m1.png
The bar under the picture is 20 um long. Supply wires on this layer in grey.
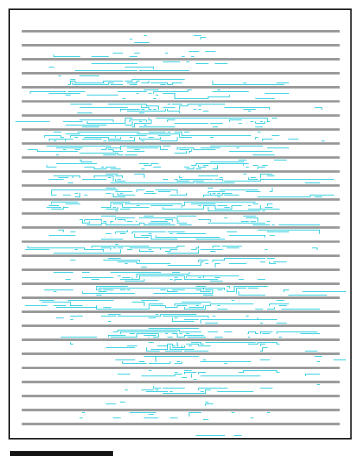
m2.png
Cells faint in the background.
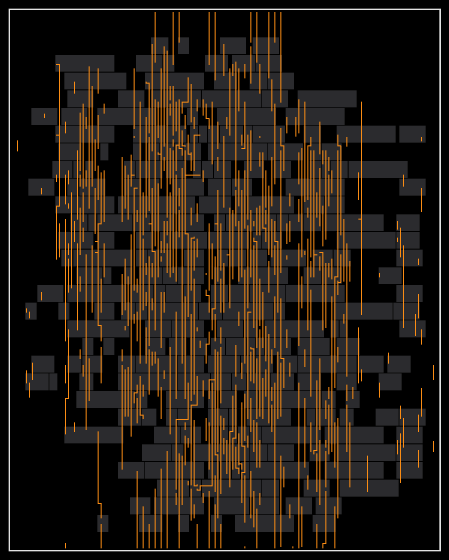
m3.png
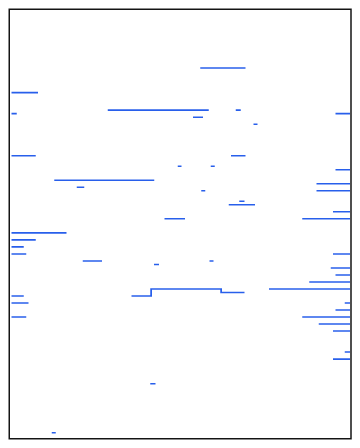
m4.png
Supply wires on this layer in grey.
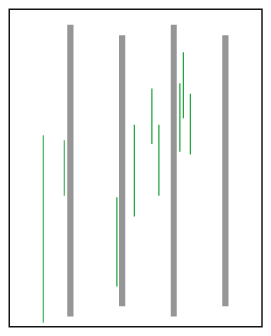
### src/rtl/iot_ctrl_pkg.sv
// Shared constants for the interrupt / memory-extension IOT controller.
// - 600x function codes (IR[2:0]) for the interrupt group
// - 62x4 sub-codes (IR[5:3]) for the read/restore-field group
// - GTF word bit positions and a helper that assembles the GTF word
package iot_ctrl_pkg;

    typedef enum logic [2:0] {
        FnSkon = 3'd0,
        FnIon  = 3'd1,
        FnIof  = 3'd2,
        FnSrq  = 3'd3,
        FnGtf  = 3'd4,
        FnRtf  = 3'd5,
        FnSgt  = 3'd6,
        FnCaf  = 3'd7
    } fn600_e;

    typedef enum logic [2:0] {
        SubRdf = 3'd1,
        SubRif = 3'd2,
        SubRib = 3'd3,
        SubRmf = 3'd4
    } sub62x4_e;

    localparam int unsigned GtfLinkBit = 11;
    localparam int unsigned GtfIrqBit  = 9;
    localparam int unsigned GtfIiBit   = 8;
    localparam int unsigned GtfIeBit   = 7;

    // GTF: {LINK, 0, |IRQ, II, IE, 0, SF[5:0]}
    function automatic logic [11:0] gtf_word(input logic       link,
                                             input logic       irq_any,
                                             input logic       ii,
                                             input logic       ie,
                                             input logic [5:0] sf);
        logic [11:0] w;
        w             = {6'b0, sf};
        w[GtfLinkBit] = link;
        w[GtfIrqBit]  = irq_any;
        w[GtfIiBit]   = ii;
        w[GtfIeBit]   = ie;
        return w;
    endfunction

endpackage

### src/rtl/iot_int_sched.sv
// Interrupt scheduling flags: IE (enable), DELAY (ION/RTF one-instruction
// delay), II (interrupt inhibit after CIF/RTF/RMF) and the CPU INT_REQ.
// Ports:
//   clk_i, rst_ni        clock, async active-low reset
//   skon_i .. set_ii_i   decoded IOT commands, already qualified by DONE
//   instr_done_i         end-of-instruction pulse, jmp_jms_i qualifies it
//   int_ack_i            CPU has started the interrupt JMS
//   irq_any_i            OR of device requests
//   ie_o, ii_o           current flags
//   int_req_o            request to the CPU sequencer
module iot_int_sched (
    input  logic clk_i,
    input  logic rst_ni,
    input  logic skon_i,
    input  logic ion_i,
    input  logic iof_i,
    input  logic caf_i,
    input  logic set_ii_i,
    input  logic instr_done_i,
    input  logic jmp_jms_i,
    input  logic int_ack_i,
    input  logic irq_any_i,
    output logic ie_o,
    output logic ii_o,
    output logic int_req_o
);

    logic ie_q, ie_d;
    logic delay_q, delay_d;
    logic ii_q, ii_d;
    logic int_req_q, int_req_d;

    // Values after the IOT effects of this cycle, before end-of-instruction
    logic ie_m, delay_m, ii_m, req_m;

    always_comb begin
        ie_m    = ie_q;
        delay_m = delay_q;
        ii_m    = ii_q;
        req_m   = int_req_q;

        if (skon_i || iof_i) begin
            ie_m = 1'b0;
        end
        if (iof_i) begin
            delay_m = 1'b0;
        end
        if (ion_i) begin
            ie_m    = 1'b1;
            delay_m = 1'b1;
        end
        if (set_ii_i) begin
            ii_m = 1'b1;
        end
        if (caf_i) begin
            ie_m    = 1'b0;
            delay_m = 1'b0;
            ii_m    = 1'b0;
            req_m   = 1'b0;
        end

        ie_d      = ie_m;
        delay_d   = delay_m;
        ii_d      = ii_m;
        int_req_d = req_m;

        if (int_ack_i) begin
            ie_d      = 1'b0;
            int_req_d = 1'b0;
        end else if (instr_done_i) begin
            // Request uses the flags as they stood before this boundary, so
            // DELAY set by ION/RTF blocks the boundary of that same instruction.
            if (ie_m && !delay_m && !ii_m && irq_any_i) begin
                int_req_d = 1'b1;
            end
            if (jmp_jms_i) begin
                ii_d = 1'b0;
            end
            delay_d = 1'b0;
        end
    end

    always_ff @(posedge clk_i or negedge rst_ni) begin
        if (!rst_ni) begin
            ie_q      <= 1'b0;
            delay_q   <= 1'b0;
            ii_q      <= 1'b0;
            int_req_q <= 1'b0;
        end else begin
            ie_q      <= ie_d;
            delay_q   <= delay_d;
            ii_q      <= ii_d;
            int_req_q <= int_req_d;
        end
    end

    assign ie_o      = ie_q;
    assign ii_o      = ii_q;
    assign int_req_o = int_req_q;

endmodule

### src/rtl/iot_int_memext_ctrl.sv
// IOT controller for the interrupt group (600x) and memory extension (62xx).
// Holds IF/IB/DF/SF, drives registered SKIP/AC/LINK/DEV_CLR strobes one
// cycle after DONE, and hands the interrupt flags to iot_int_sched.
// Ports:
//   CLK, RESET_N               clock, async active-low reset
//   DONE, IOT600x, IOT62x1..4  decoded IOT execute strobes
//   IR, AC, LINK               datapath inputs
//   INSTR_DONE, JMP_JMS        instruction boundary
//   INT_ACK, IRQ               interrupt acknowledge / device requests
//   IF, DF                     field outputs to the address mux
//   INT_REQ, ION               interrupt status
//   SKIP, AC_LOAD, AC_OUT, LINK_LOAD, LINK_OUT, DEV_CLR  datapath strobes
module iot_int_memext_ctrl #(
    parameter int unsigned NIRQ = 4
) (
    input  logic            CLK,
    input  logic            RESET_N,
    input  logic            DONE,
    input  logic            IOT600x,
    input  logic            IOT62x1,
    input  logic            IOT62x2,
    input  logic            IOT62x3,
    input  logic            IOT62x4,
    input  logic [11:0]     IR,
    input  logic [11:0]     AC,
    input  logic            LINK,
    input  logic            INSTR_DONE,
    input  logic            JMP_JMS,
    input  logic            INT_ACK,
    input  logic [NIRQ-1:0] IRQ,
    output logic [2:0]      IF,
    output logic [2:0]      DF,
    output logic            INT_REQ,
    output logic            ION,
    output logic            SKIP,
    output logic            AC_LOAD,
    output logic [11:0]     AC_OUT,
    output logic            LINK_LOAD,
    output logic            LINK_OUT,
    output logic            DEV_CLR
);

    import iot_ctrl_pkg::*;

    logic       irq_any;
    logic [2:0] fn;
    logic [2:0] n;
    logic       unused_ir;

    assign irq_any   = |IRQ;
    assign fn        = IR[2:0];
    assign n         = IR[5:3];
    assign unused_ir = ^IR[11:6];

    // Decoded, DONE-qualified commands
    logic do_skon, do_ion, do_iof, do_srq, do_gtf, do_rtf, do_caf;
    logic do_cdf, do_cif, do_rdf, do_rif, do_rib, do_rmf;

    always_comb begin
        do_skon = 1'b0;
        do_ion  = 1'b0;
        do_iof  = 1'b0;
        do_srq  = 1'b0;
        do_gtf  = 1'b0;
        do_rtf  = 1'b0;
        do_caf  = 1'b0;
        do_cdf  = 1'b0;
        do_cif  = 1'b0;
        do_rdf  = 1'b0;
        do_rif  = 1'b0;
        do_rib  = 1'b0;
        do_rmf  = 1'b0;
        if (DONE) begin
            if (IOT600x) begin
                unique case (fn)
                    FnSkon:  do_skon = 1'b1;
                    FnIon:   do_ion  = 1'b1;
                    FnIof:   do_iof  = 1'b1;
                    FnSrq:   do_srq  = 1'b1;
                    FnGtf:   do_gtf  = 1'b1;
                    FnRtf:   do_rtf  = 1'b1;
                    FnSgt:   ;  // never skips
                    FnCaf:   do_caf  = 1'b1;
                    default: ;
                endcase
            end else if (IOT62x1 || IOT62x2 || IOT62x3) begin
                do_cdf = IOT62x1 | IOT62x3;
                do_cif = IOT62x2 | IOT62x3;
            end else if (IOT62x4) begin
                case (n)
                    SubRdf:  do_rdf = 1'b1;
                    SubRif:  do_rif = 1'b1;
                    SubRib:  do_rib = 1'b1;
                    SubRmf:  do_rmf = 1'b1;
                    default: ;
                endcase
            end
        end
    end

    // Interrupt flags
    logic ie, ii;

    iot_int_sched u_sched (
        .clk_i        (CLK),
        .rst_ni       (RESET_N),
        .skon_i       (do_skon),
        .ion_i        (do_ion | do_rtf),
        .iof_i        (do_iof),
        .caf_i        (do_caf),
        .set_ii_i     (do_cif | do_rtf | do_rmf),
        .instr_done_i (INSTR_DONE),
        .jmp_jms_i    (JMP_JMS),
        .int_ack_i    (INT_ACK),
        .irq_any_i    (irq_any),
        .ie_o         (ie),
        .ii_o         (ii),
        .int_req_o    (INT_REQ)
    );

    // Field registers
    logic [2:0] if_q, if_d;
    logic [2:0] ib_q, ib_d;
    logic [2:0] df_q, df_d;
    logic [5:0] sf_q, sf_d;
    logic [2:0] ib_m, df_m;

    always_comb begin
        ib_m = ib_q;
        df_m = df_q;
        if (do_cdf) begin
            df_m = n;
        end
        if (do_cif) begin
            ib_m = n;
        end
        if (do_rtf) begin
            ib_m = AC[5:3];
            df_m = AC[2:0];
        end
        if (do_rmf) begin
            ib_m = sf_q[5:3];
            df_m = sf_q[2:0];
        end

        if_d = if_q;
        ib_d = ib_m;
        df_d = df_m;
        sf_d = sf_q;
        if (INT_ACK) begin
            sf_d = {if_q, df_m};
            if_d = 3'd0;
            ib_d = 3'd0;
            df_d = 3'd0;
        end else if (INSTR_DONE && JMP_JMS) begin
            // IF only follows IB at a completed JMP/JMS
            if_d = ib_m;
        end
    end

    always_ff @(posedge CLK or negedge RESET_N) begin
        if (!RESET_N) begin
            if_q <= 3'd0;
            ib_q <= 3'd0;
            df_q <= 3'd0;
            sf_q <= 6'd0;
        end else begin
            if_q <= if_d;
            ib_q <= ib_d;
            df_q <= df_d;
            sf_q <= sf_d;
        end
    end

    // Datapath strobes, registered so they appear the cycle after DONE
    logic        skip_q, skip_d;
    logic        ac_load_q, ac_load_d;
    logic [11:0] ac_out_q, ac_out_d;
    logic        link_load_q, link_load_d;
    logic        link_out_q, link_out_d;
    logic        dev_clr_q, dev_clr_d;

    always_comb begin
        skip_d      = (do_skon & ie) | (do_srq & irq_any);
        ac_load_d   = do_gtf | do_caf | do_rdf | do_rif | do_rib;
        link_load_d = do_rtf | do_caf;
        link_out_d  = do_rtf & AC[11];
        dev_clr_d   = do_caf;
        ac_out_d    = 12'd0;
        if (do_gtf) begin
            ac_out_d = gtf_word(LINK, irq_any, ii, ie, sf_q);
        end else if (do_rdf) begin
            ac_out_d = AC | {6'd0, df_q, 3'd0};
        end else if (do_rif) begin
            ac_out_d = AC | {6'd0, if_q, 3'd0};
        end else if (do_rib) begin
            ac_out_d = AC | {6'd0, sf_q};
        end
    end

    always_ff @(posedge CLK or negedge RESET_N) begin
        if (!RESET_N) begin
            skip_q      <= 1'b0;
            ac_load_q   <= 1'b0;
            ac_out_q    <= 12'd0;
            link_load_q <= 1'b0;
            link_out_q  <= 1'b0;
            dev_clr_q   <= 1'b0;
        end else begin
            skip_q      <= skip_d;
            ac_load_q   <= ac_load_d;
            ac_out_q    <= ac_out_d;
            link_load_q <= link_load_d;
            link_out_q  <= link_out_d;
            dev_clr_q   <= dev_clr_d;
        end
    end

    assign IF        = if_q;
    assign DF        = df_q;
    assign ION       = ie;
    assign SKIP      = skip_q;
    assign AC_LOAD   = ac_load_q;
    assign AC_OUT    = ac_out_q;
    assign LINK_LOAD = link_load_q;
    assign LINK_OUT  = link_out_q;
    assign DEV_CLR   = dev_clr_q;

endmodule

### config.mk
export PLATFORM = sky130hd
export DESIGN_NAME = iot_int_memext_ctrl
export DESIGN_NICKNAME = d
export VERILOG_FILES = /design/src/rtl/iot_ctrl_pkg.sv /design/src/rtl/iot_int_sched.sv /design/src/rtl/iot_int_memext_ctrl.sv
export SDC_FILE = /design/constraint.sdc
export NUM_CORES = 1
export LEC_CHECK = 0
export CORE_AREA = 2 2 64 81
export DETAILED_ROUTE_END_ITERATION = 8
export DIE_AREA = 0 0 66 83
export GPL_TIMING_DRIVEN = 0
export PLACE_DENSITY = 0.74
export SETUP_SLACK_MARGIN = 0.1
export SKIP_LAST_GASP = 1
export SLEW_MARGIN = 10
export SYNTH_ARGS = -nofsm -noshare
export SYNTH_HDL_FRONTEND = slang
export SYNTH_SLANG_ARGS = --single-unit
### constraint.sdc
create_clock -name CLK -period 1 [get_ports CLK]
set_input_delay 0.1 -clock CLK [delete_from_list [all_inputs] [get_ports CLK]]
set_output_delay 0.1 -clock CLK [all_outputs]
set_load 0.02 [all_outputs]
==> results.txt <==
Dpl hpwl: 3571 um
Hold Fails Final Rpt: 36
WHS: -119.0 ps
Cell type with the largest total area: dfrtp_1
Die area: 0.005478 mm2
Clock sinks: 36
CTS tree: yes
Clk pwr share: 0.295
Worst hold path type: input pin to async pin
Clk power: 0.969 mW
Yosys xor share: 0
Core Util, Final: 0.6410
First-pass GRT wire length: 8176 um
Mapped Cells: 185
Drt drc: 0
Gpl congestion: 0.8507
Setup crit start kind: input pin
Post CTS Setup Buffer Count: 21
Setup ws final: -140.9 ps
Busiest grt layer: met2
TNS Setup: -1294 ps
Non-CTS inverters: 5
Vias per cell: 5.381
Sw power: 0.9096 mW
DR vias: 1792
Worst-path maximum fanout: 4
Yosys warns: 0
Detailed Route Iter0 Violations: 99
Clock root buffer: clkbuf_8
Total wire length: 5321 um
Tot Pwr: 3.285 mW
WL met1: 2021 um
Dominant comb cell: simple AND/OR/NAND/NOR gates
Minimum period implied by the final worst setup slack: 1141 ps
Cell area after layout: 0.003009 mm2
Comb/total area: 0.3568
Least-Margin Pin Slew: 784.6 ps
Aoi share: 0.1825
Non-Filler Instances: 333
Mi-comb count: 134
Seq power: 1.60 mW
Clock skew: 3.124 ps
Worst Reg2Reg Path Length in Cells: 3
Seq pwr share: 0.486
Mapped cell area: 0.001831 mm2
Share of cells above drive strength 1: 0.4762
Fp util: 0.3899
Int Pwr: 2.375 mW
Die Width: 66 um
Top cells by area: dfrtp_1, o21ai_0, a22o_1
Synth top area share: 0.4921
Post-synth EDFFs: 0
Ys cells: 185
R2R setup slack: -60 ps
Endpoints failing setup: 21
CP max stage delay: 270 ps
Biggest consumer: sequential cells
Routed len/inst: 15.98 um
Yosys synthesis chip area: 0.001831 mm2
Post-Syn Nets: 225
Final cycle utilization of the critical path: 1.141
DP Area: 0.002544 mm2
Failing checks: negative hold slack, negative setup slack
Largest net degree at the start of global routing: 37
Buf/Inv on CP: 2
Simple-Gate Fraction of Synth Area: 0.2461
Critical Path Source: IOT62x1
Crit path to: IF[1]$_DFFE_PN0P_
Reg-to-reg startpoint: DF[2]$_DFF_PN0_
Status: complete, but fails checks
Max FFs per register: 12
Tot GR Track Use: 0.1935
DR WL met2: 2891 um
-- m1.png (at the start) --
wire length on this layer = 2020 um
share of all routed wire = 38%

-- m2.png (at the start) --
longest straight run = 40.1 um
nets with wire on the layer = 275

-- m3.png (at the start) --
nets with wire on the layer = 38
wire length on this layer = 215 um
longest straight run = 19.3 um
main direction = horizontal
share of all routed wire = 4.0%

-- m4.png (at the start) --
share of all routed wire = 3.6%
longest straight run = 49.0 um
wire length on this layer = 193 um
main direction = vertical

Power and IR drop assume default switching activity.
